==> config.mk <==
export PLATFORM = sky130hd
export DESIGN_NAME = midi_parser
export DESIGN_NICKNAME = d
export VERILOG_FILES = /design/src/rtl/midi_parser.sv
export SDC_FILE = /design/constraint.sdc
export NUM_CORES = 1
export LEC_CHECK = 0
export ABC_CLOCK_PERIOD_IN_PS = 5600
export CORE_MARGIN = 5
export CORE_UTILIZATION = 60
export CTS_BUF_LIST = sky130_fd_sc_hd__clkbuf_4
export DETAILED_ROUTE_END_ITERATION = 6
export DONT_BUFFER_PORTS = 1
export GPL_ROUTABILITY_DRIVEN = 0
export PLACE_DENSITY = 0.76
export SLEW_MARGIN = 25
export SYNTH_ARGS = -nofsm -noshare
export SYNTH_HDL_FRONTEND = slang
export SYNTH_SLANG_ARGS = --single-unit
==> constraint.sdc <==
create_clock -name clock -period 5.6 [get_ports clock]
set_clock_uncertainty 0.2 [all_clocks]
set_input_delay 1.12 -clock clock [delete_from_list [all_inputs] [get_ports clock]]
set_output_delay 1.12 -clock clock [all_outputs]
set_load 0.03 [all_outputs]
Fig. 1: run 1, placed cells, one color a class
Scale: 4 px per µm.
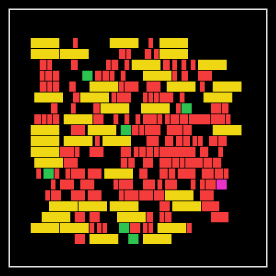
color	class	cells
magenta	other buffers and delay cells	1
green	clock drivers and dummy loads	6
yellow	flops	39
red	all other logic	148
core region area: 2780 µm²
Post-Layout Inst Area: 1780 µm²
Seq/total area: 43.9%
fin util: 64.0%
row cnt: 19

Fig. 2: run 1, placed standard cells
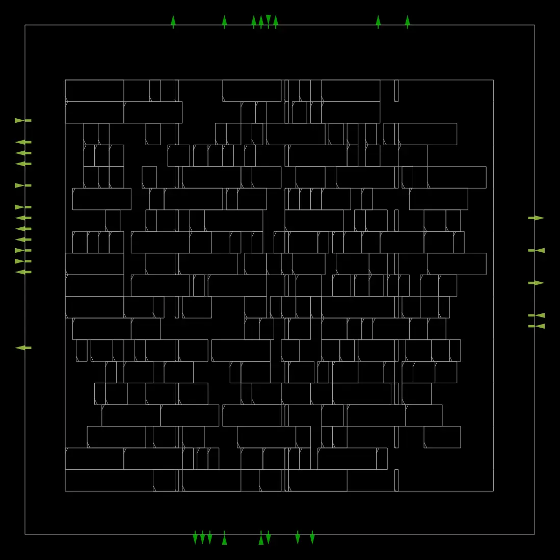
Non-Filler Instances: 225
tap cells: 31
Fill cells: 250

Fig. 3: run 1, wiring by layer
Scale: 6 px per µm. Only two layers are drawn.
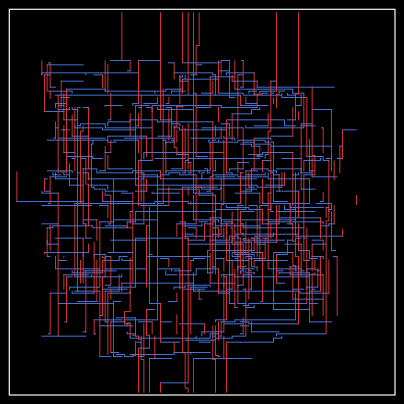
color	layer	wire length
blue	met1	1630 µm
red	met2	1740 µm
drt total wl: 3.72 mm
gr usage total: 19.0%
Wirelength per Cell: 16.5 µm
total number of vias: 1395

==> impl_metrics.toml, run 1 <==
# physical design summary
[timing]
rsz0062_at_grt = "false"
slew_headroom_pct = 40.6
layout_setup_ws_ns = 3.25
finalSetupViolCount = 0
post-route-min-period_ns = 2.35
tns_ns = 0
fin_crit_sh_pct = 42.0
fmax_mhz = 426
maxSlewViolCount = 0
worstMarginPinSlew_ns = 0.889
hold_violations = 0

[critical_path]
reg2reg_depth = 6
worstSetupPathType = "input port to register"
critPathRequiredTime_ns = 5.64
arrival_ns = 2.39
endpoint_kind = "register"
crit_cells = 4
critPathBufInv = 0
path_cells = "or4_4 > or4_4 > a311oi_2 > o31ai_1"
reg2reg_slack_ns = 3.32
crit_family = "simple AND/OR/NAND/NOR gates"
critPathMaxFanout = 8
start_kind = "input port"
crit_path_top_delay_cell = "or4_4"
path_common_cell = "or4_4"
slowest_delay_ns = 0.51

[clock_tree]
cts-buffers-inserted = 5
cts_setup_buffers = 0
clk_latency_ns = 0.34
clock-sinks = 39
cts_resized = 0
ctsHoldBuffers = 0
clock_path_buffers = 2
clock_tree.root_cell = "clkbuf_4"
cts.clk_slew.worst_paths_ns = 0.10
htreeDepth = 2
cts_tree = "yes"

[grt]
grt.overflow.total = 0
first_global_vias = 1342
grt_antenna_before_repair = 0
grt_start_max_net_pins = 31
grt_pass1_wl_mm = 6.24

[layout]
final_nets = 210
diodes = 0
regArea_um2 = 781
layout-drive-gt1-share_pct = 6.19
area_growth_pct = 1.64
logic_area_um2 = 890

[synthesis]
synth_seq_share_pct = 44.6
top_area_cell = "dfxtp_1"
top_cells_by_area = "dfxtp_1 (45%), mux2i_1 (11%), nand2_1 (7.9%), a21oi_1 (4.6%), nor2_1 (3.6%)"
syn_nets = 217
syn_area_um2 = 1750
top_area_share_pct = 44.6
synth.avg_cell_area_um2 = 8.67
ys_chip_area_um2 = 1750
synth_cell_types = 32
synth_cells = 202
synthFlopType = "dfxtp_1"
synthArstFlopShare_pct = 0
edf_count = 0
yosysCellCount = 202
ys_warn_count = 0
ys.flops = 39

[detailed_routing]
first_pass_iters = 4
final_antenna_net_count = 0
vias_per_cell = 6.20
drc = 0
drt_iter0_markers = 90

[pwr]
p_switching_mw = 0.107
p_sw_share_pct = 23.5
combPwrFrac_pct = 7.7
p_int_mw = 0.347
pwr-share-clk_pct = 28.6
ir_drop_uv = 180
leakage_nw = 0.632
power_density_nw_per_um2 = 255
p_seq_share_pct = 63.8

[floorplan]
dieArea_um2 = 4100
fp_util_pct = 63.0
die_y_um = 64.0
die_x_um = 64.0
io_pins = 34

[placed_design]
pre_cts_ws_ns = 2.58
dpl.hpwl_mm = 2.68
port_buffers = 0

[worst_hold_path]
hp-class = "register to register"
hold_depth = 2

[status]
status = "finished clean"

[flow_run]
maxCapViolCount = 0
warning_count = 29
==> run 1: worst reg2reg max path: cells and delay by family (launching register included) <==
family / cells / cell delay, ns
and+or+nand+nor: 2 / 0.85
AOI/OAI and AO/OA: 2 / 0.43
DFF: 1 / 0.34
adders and majority gates: 1 / 0.24
buffers and inverters: 1 / 0.12
==> run 1: cells by family (layout without fill, tap and decap cells) <==
kind of cell	count (synthesis)	count (layout)	synth area share, %
multiplexers	20	20	11.4
AND-OR/OR-AND	35	35	13.1
adder cells (fa/ha/maj)	4	4	2.86
flip-flops	39	39	44.6
buffers and inverters	20	12	5.50
AND/OR/NAND/NOR	84	84	22.5
==> run 1: cell type report <==
class | instances | area share (%)
multi-input combinational | 143 | 50.0
sequential | 39 | 43.9
clock buffer | 6 | 2.53
tap | 31 | 2.18
inverter | 5 | 1.05
timing repair buffer | 1 | 0.422
==> run 1: placed cells by master, fill, tap and decap left out, types with 3 or more instances in the layout <==
cell type / synthesis / final
a211oi_1: 7 / 7
a21oi_1: 16 / 16
and3_1: 3 / 3
clkbuf_4: 0 / 6
dfxtp_1: 39 / 39
ha_1: 4 / 4
inv_1: 5 / 5
mux2i_1: 20 / 20
nand2_1: 37 / 37
nand3_1: 11 / 11
nor2_1: 17 / 17
nor2b_1: 5 / 5
==> run 1: cell usage after synthesis (2+ instances only) <==
library cell  count
and3_1            3
buf_2             5
o21ai_0           2
clkbuf_1          8
nor3_1            2
nand3_1          11
nor2b_1           5
inv_1             5
nor2_1           17
buf_6             2
o211ai_1          2
or4_4             2
a221oi_1          2
a21oi_1          16
a211oi_1          7
mux2i_1          20
dfxtp_1          39
ha_1              4
nand2_1          37
==> run 1: layer usage <==
metal / GRT usage [%] / vias up / wire length [µm]
met5: 0 / - / 0
met4: 7.27 / 0 / 82
met3: 8.23 / 9 / 261
met2: 30.7 / 39 / 1740
met1: 22.1 / 666 / 1630
li1: - / 681 / -
==> run 1: stage by stage <==
stage | cells | area, µm² | hold slack [ns] | power [mW]
global route | 225 | 1780 | 0.309 | 0.478
floorplan | 202 | 1750 | 0.232 | 0.328
finish | 225 | 1780 | 0.266 | 0.453
CTS | 225 | 1770 | 0.270 | 0.457
global placement | 219 | 1730 | 0.244 | 0.327
detailed placement | 219 | 1730 | 0.254 | 0.329
==> run 1: power groups by stage <==
stage	logic (mW)	clock network (mW)	registers, mW
6_report	0.0348	0.129	0.289
5_1_grt	0.0387	0.149	0.290
4_1_cts	0.0342	0.134	0.289
3_5_place_dp	0.0341	0	0.295
3_3_place_gp	0.0323	0	0.295
2_1_floorplan	0.0335	0	0.294
## Run 2: what changed since run 1
Settings changed: ABC_CLOCK_PERIOD_IN_PS 5600 to 1900, CORE_UTILIZATION 60 to 58.
Clock period 5.6 ns to 1.9 ns, I/O delays scaled along.
Fig. 4: run 2, placed standard cells
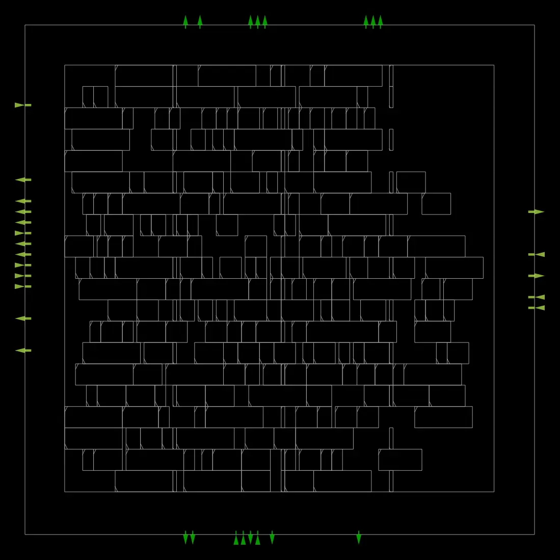
row cnt: 20
Seq/total area: 39.1%

Fig. 5: run 2, wiring by layer
Scale: 6 px per µm. Only two layers are drawn.
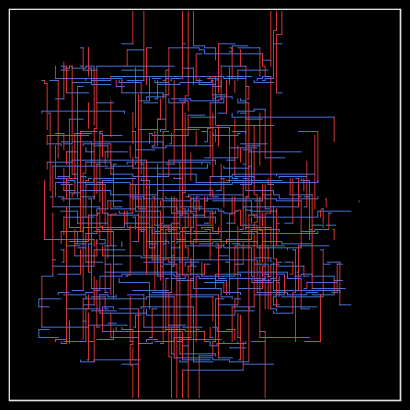
drt total wl: 4.16 mm
total number of vias: 1463
gr usage total: 21.0%
Wirelength per Cell: 16.7 µm

==> impl_metrics.toml, run 2 <==
# physical design summary
[timing]
maxSlewViolCount = 0
worstMarginPinSlew_ns = 0.464
slew_headroom_pct = 69.1
post-route-min-period_ns = 1.83
fmax_mhz = 546
holdWs_ns = 0.0178
hold_violations = 0
fin_crit_sh_pct = 96.4
layout_setup_ws_ns = 0.0684
tns_ns = 0

[synthesis]
ys_chip_area_um2 = 1750
ys.flops = 39
top_cells_by_area = "dfxtp_1 (45%), mux2i_1 (11%), nand2_1 (7.9%), a21oi_1 (4.6%), nor2_1 (3.6%)"
synth.avg_cell_area_um2 = 8.67
yosysMostFrequentCell = "dfxtp_1"
synth_cells = 202
synthFlopType = "dfxtp_1"
edf_count = 0
synth_cell_types = 32
common_cells = "dfxtp_1 (39), nand2_1 (37), mux2i_1 (20)"
syn_area_um2 = 1750
yosysCellCount = 202

[critical_path]
slowest_delay_ns = 0.33
reg2reg_depth = 7
endpoint_kind = "register"
arrival_ns = 1.90
crit_path_top_delay_cell = "dfxtp_1"
critPathRequiredTime_ns = 1.97
critPathMaxFanout = 11
worstSetupPathType = "register to register"
reg2reg_slack_ns = 0.07
path_cells = "inv_1 > ha_2 > and3b_1 > o211a_1 > buf_4 > nor2_1 > a211oi_1"

[layout]
final_nets = 230
regArea_um2 = 781
fillCellCount = 233
logic_area_um2 = 902
layout-drive-gt1-share_pct = 12.5
lay_top_count = "dfxtp_1"

[worst_hold_path]
hold_depth = 2
hp-class = "input port to register"

[detailed_routing]
drt-met1-wl_mm = 1.73
drt_iter0_markers = 81
highest_layer = "met4"
first_pass_iters = 4
final_antenna_net_count = 0
met2WireLength_mm = 1.98
wl_met3_um = 374
drc = 0

[grt]
grt_start_max_net_pins = 26
first_global_vias = 1439
grt.overflow.total = 0

[clock_tree]
clock_path_buffers = 2
htreeDepth = 2
cts.clk_slew.worst_paths_ns = 0.12
cts_tree = "yes"
clock-sinks = 39
clk_latency_ns = 0.35
clock_tree.root_cell = "clkbuf_4"

[placed_design]
port_buffers = 0

[flow_run]
maxCapViolCount = 0
warning_count = 30

[pwr]
power.total_mw = 1.42
ir_drop_uv = 500

[floorplan]
fp_util_pct = 58.8
io_pins = 34
die_y_um = 65.0
coreArea_um2 = 2980

[status]
status = "finished clean"
-- run 2: power by group --
group          switching, mW  internal [mW]  leakage [nW]  total [mW]
Combinational         0.0743         0.0659         0.390       0.140
Sequential            0.0189          0.833         0.315       0.852
Clock                  0.285          0.141        0.0272       0.426
-- run 2: kinds of logic after synthesis --
| family | Yosys count | synth area share [%] |
|---|---|---|
| buf+inv | 20 | 5.50 |
| compound gates | 35 | 13.1 |
| simple gates | 84 | 22.5 |
| fa+ha+maj | 4 | 2.86 |
| mux | 20 | 11.4 |
| flops | 39 | 44.6 |
-- run 2: metrics by stage --
| stage | cells | util (%) | area, µm² |
|---|---|---|---|
| finish | 249 | 67.0 | 2000 |
| global route | 249 | 67.0 | 2000 |
| CTS | 247 | 66.2 | 1970 |
| detailed placement | 230 | 60.9 | 1810 |
| global placement | 230 | 60.9 | 1810 |
| floorplan | 202 | - | 1760 |
-- run 2: critical path: cells and delay by family (launching register included) --
kind                     cells  cell delay [ns]
flip-flops                   1             0.33
AND/OR/NAND/NOR              2             0.25
AND-OR/OR-AND                2             0.44
buffers and inverters        2             0.29
adder cells (fa/ha/maj)      1             0.23
-- run 2: cell type report --
cell class / count / area share, %
Clock inverter: 3 / 1.00
Tap cell: 33 / 2.07
Clock buffer: 5 / 1.88
Inverter: 5 / 0.940
Sequential cell: 39 / 39.1
Multi-Input combinational cell: 143 / 45.2
Timing Repair Buffer: 21 / 9.78
-- run 2: layer usage --
layer	GRT usage, %	vias up
li1	-	719
met1	24.2	692
met2	34.0	44
met3	10.1	8
met4	6.86	0
met5	0	-
-- run 2: timing repair --
action | in CTS | in global routing
gates resized | 1 | 2
endpoints found under the hold margin | 22 | 2
endpoints found under the setup margin | 7 | 20
hold buffers | 9 | 1
setup buffers | 0 | 1
pin swaps | 0 | 1
No activity file was given, so power comes from the tool's default toggle rates.
